`src/rtl/popcount_accum_threshold.sv`:
```
// Accumulates BEATS clamped popcount beats into one vector sum and emits the sum
// together with an inclusive threshold activation bit over a valid/ready handshake.
module popcount_accum_threshold #(
    parameter int DATA_WIDTH = 256,
    parameter int CNT_WIDTH  = 9,
    parameter int BEATS      = 4,
    parameter int ACC_WIDTH  = 11,
    parameter int BEAT_W     = 2
) (
    input  logic                 clk,
    input  logic                 rst_n,
    input  logic                 clear,
    input  logic                 in_valid,
    output logic                 in_ready,
    input  logic [CNT_WIDTH-1:0] pop_count,
    input  logic [ACC_WIDTH-1:0] threshold,
    output logic                 out_valid,
    input  logic                 out_ready,
    output logic [ACC_WIDTH-1:0] out_sum,
    output logic                 out_bit,
    output logic                 ovf_err
);

    localparam logic [1:0] ST_IDLE  = 2'd0;
    localparam logic [1:0] ST_ACCUM = 2'd1;
    localparam logic [1:0] ST_DONE  = 2'd2;

    localparam logic [CNT_WIDTH-1:0] MAX_CNT   = CNT_WIDTH'(DATA_WIDTH);
    localparam logic [BEAT_W-1:0]    LAST_BEAT = BEAT_W'(BEATS - 1);

    logic [1:0]           state_q, state_d;
    logic [ACC_WIDTH-1:0] acc_q, acc_d;
    logic [BEAT_W-1:0]    beat_q, beat_d;
    logic [ACC_WIDTH-1:0] thr_q, thr_d;
    logic [ACC_WIDTH-1:0] sum_q, sum_d;
    logic                 bit_q, bit_d;
    logic                 ovf_q, ovf_d;

    logic                 accept;
    logic                 pop_over;
    logic [ACC_WIDTH-1:0] pop_ext;
    logic [ACC_WIDTH-1:0] acc_add;

    // Saturates an out-of-range beat count to the largest legal popcount.
    function automatic logic [CNT_WIDTH-1:0] clamp_cnt(input logic [CNT_WIDTH-1:0] c);
        return (c > MAX_CNT) ? MAX_CNT : c;
    endfunction

    assign in_ready  = (state_q != ST_DONE);
    assign out_valid = (state_q == ST_DONE);
    assign out_sum   = sum_q;
    assign out_bit   = bit_q;
    assign ovf_err   = ovf_q;

    assign accept   = in_valid && in_ready && !clear;
    assign pop_over = (pop_count > MAX_CNT);
    assign pop_ext  = ACC_WIDTH'(clamp_cnt(pop_count));
    assign acc_add  = acc_q + pop_ext;

    always_comb begin
        state_d = state_q;
        acc_d   = acc_q;
        beat_d  = beat_q;
        thr_d   = thr_q;
        sum_d   = sum_q;
        bit_d   = bit_q;
        ovf_d   = ovf_q | (accept && pop_over);

        // Abort wins over every handshake, including a beat offered this cycle.
        if (clear) begin
            state_d = ST_IDLE;
            acc_d   = '0;
            beat_d  = '0;
            sum_d   = '0;
            bit_d   = 1'b0;
        end else begin
            case (state_q)
                ST_IDLE: begin
                    if (in_valid) begin
                        acc_d  = pop_ext;
                        thr_d  = threshold;
                        beat_d = BEAT_W'(1);
                        if (BEATS == 1) begin
                            state_d = ST_DONE;
                            sum_d   = pop_ext;
                            bit_d   = (pop_ext >= threshold);
                        end else begin
                            state_d = ST_ACCUM;
                        end
                    end
                end
                ST_ACCUM: begin
                    if (in_valid) begin
                        acc_d  = acc_add;
                        beat_d = beat_q + BEAT_W'(1);
                        if (beat_q == LAST_BEAT) begin
                            state_d = ST_DONE;
                            sum_d   = acc_add;
                            bit_d   = (acc_add >= thr_q);
                        end
                    end
                end
                ST_DONE: begin
                    if (out_ready) begin
                        state_d = ST_IDLE;
                        acc_d   = '0;
                        beat_d  = '0;
                        sum_d   = '0;
                        bit_d   = 1'b0;
                    end
                end
                default: begin
                    state_d = ST_IDLE;
                    acc_d   = '0;
                    beat_d  = '0;
                end
            endcase
        end
    end

    always_ff @(posedge clk or negedge rst_n) begin
        if (!rst_n) begin
            state_q <= ST_IDLE;
            acc_q   <= '0;
            beat_q  <= '0;
            thr_q   <= '0;
            sum_q   <= '0;
            bit_q   <= 1'b0;
            ovf_q   <= 1'b0;
        end else begin
            state_q <= state_d;
            acc_q   <= acc_d;
            beat_q  <= beat_d;
            thr_q   <= thr_d;
            sum_q   <= sum_d;
            bit_q   <= bit_d;
            ovf_q   <= ovf_d;
        end
    end

endmodule

```
`config.mk`:
```
export PLATFORM = sky130hd
export DESIGN_NAME = popcount_accum_threshold
export DESIGN_NICKNAME = d
export VERILOG_FILES = /design/src/rtl/popcount_accum_threshold.sv
export SDC_FILE = /design/constraint.sdc
export NUM_CORES = 1
export LEC_CHECK = 0
export CAP_MARGIN = 40
export CORE_ASPECT_RATIO = 0.9
export CORE_MARGIN = 5
export CORE_UTILIZATION = 30
export CTS_BUF_LIST = sky130_fd_sc_hd__clkbuf_8 sky130_fd_sc_hd__clkbuf_16
export DETAILED_ROUTE_END_ITERATION = 12
export GPL_TIMING_DRIVEN = 0
export SLEW_MARGIN = 25
export SYNTH_ARGS = -nofsm -noshare
export SYNTH_HDL_FRONTEND = slang
export SYNTH_SLANG_ARGS = --single-unit
```
`constraint.sdc`:
```
create_clock -name clk -period 3.9 [get_ports clk]
set_input_delay 0.78 -clock clk [delete_from_list [all_inputs] [get_ports clk]]
set_output_delay 0.78 -clock clk [all_outputs]
set_load 0.01 [all_outputs]
```
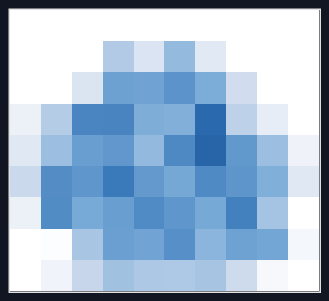
Fig. 1. Placement density heat map.
Scale: 3 px per um. 10 x 9 tiles, from white (low) to dark blue (high), 0 to 100% covered.
mean over tiles: 30%
tiles over 75% full: 2.2%
nearly empty tiles: 29%
densest ninth of the die: center
fullest tile: 79%

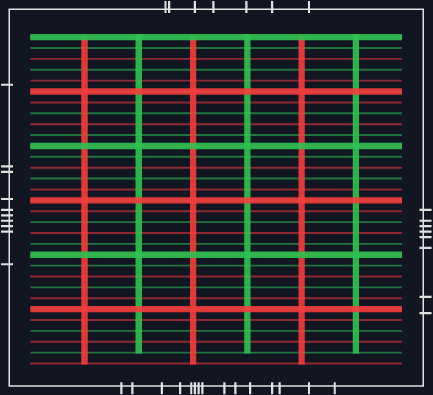
Fig. 2. Supply network.
Scale: 4 px per um. Pins as bars on the die edge.
[VDD] green
[VSS] red
rows: 30
met4 straps: 6
met1 rails: 31
met5 straps: 6
signal pins: 40

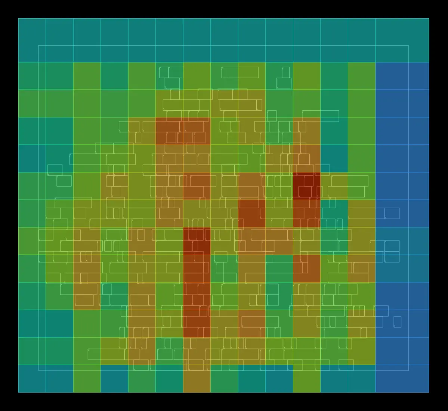
Fig. 3. Routing congestion map.
met2 Use GR: 21.0%
GRT met1 Usage: 18.9%
GRT busiest layer: met2
WL per Instance: 15.7 um
GRT met3 Usage: 3.12%

==> results.py <==
# Synthesis and PnR figures
metrics = {
    "die": {
        "rows": 30,
        "fp.dieH_um": 93.8,
        "fp_util_pct": 30.9,
    },
    "route": {
        "routed_wl_um": 6090,
        "first_pass_iters": 4,
        "route.detailed.drc": 0,
        "top_layer": "met4",
        "via_per_inst": 5.05,
        "route.vias.total": 1963,
    },
    "logic_synthesis": {
        "synth.largest_area_cell": "dfrtp_1",
        "synth.avg_cell_area_um2": 9.64,
        "synth-seq-area-share_pct": 41.7,
        "synth_area_um2": 2340,
        "ys_cells": 243,
        "xor_share_pct": 2.62,
        "yosysWarnings": 0,
    },
    "status": {
        "status": "finished, final reports clean",
    },
    "timing": {
        "fmax_ghz": 0.263,
        "setup_tns_ns": 0,
        "worst_slack_ns": 0.0954,
        "finClkSkew_ns": 0.00776,
        "setup_viol": 0,
        "hold_viol_final": 0,
    },
    "clock_tree": {
        "clockRootBuffer": "clkbuf_8",
        "cts_buffers": 5,
        "post-cts-setup-buffer-count": 0,
        "cts_tree": "yes",
    },
    "pwr": {
        "power_frac_clock_pct": 31.7,
        "intPower_uw": 755,
        "power_density_nw_per_um2": 353,
        "ir_worst_vdd_v": 0.000174,
        "p_sw_share_pct": 29.5,
    },
    "flow_run": {
        "warnings": 26,
    },
    "global_routing": {
        "grt_antenna_before_repair": 0,
    },
    "layout": {
        "logic_area_um2": 1290,
        "nFillCells": 764,
    },
    "place": {
        "dpl.hpwl_um": 4710,
        "dp.cells": 378,
    },
    "setup_path": {
        "cp.depth": 13,
    },
}
[kinds of logic after synthesis]
kind of cell	count (synthesis)
and+or+nand+nor	62
muxes	4
AOI/OAI and AO/OA	80
adders and majority gates	22
buffers and inverters	29
xor gates and xnor gates	7
DFF	39
[flip-flops by register name (all words and copies together) (netlist names)]
| register | flops |
|---|---|
| out_bit | 1 |
| thr_q | 11 |
| acc_q | 11 |
| state_q | 2 |
| out_sum | 11 |
| ovf_err | 1 |
| beat_q | 2 |
[cell type report]
class	count	area share, %
clock buffer	5	2.27
buffer	8	1.07
multi-input combinational	175	42.6
timing repair buffer	43	14.0
clock inverter	2	1.24
inverter	21	2.60
sequential	39	32.2
tap	96	3.96
No activity file was given, so power comes from the tool's default toggle rates.
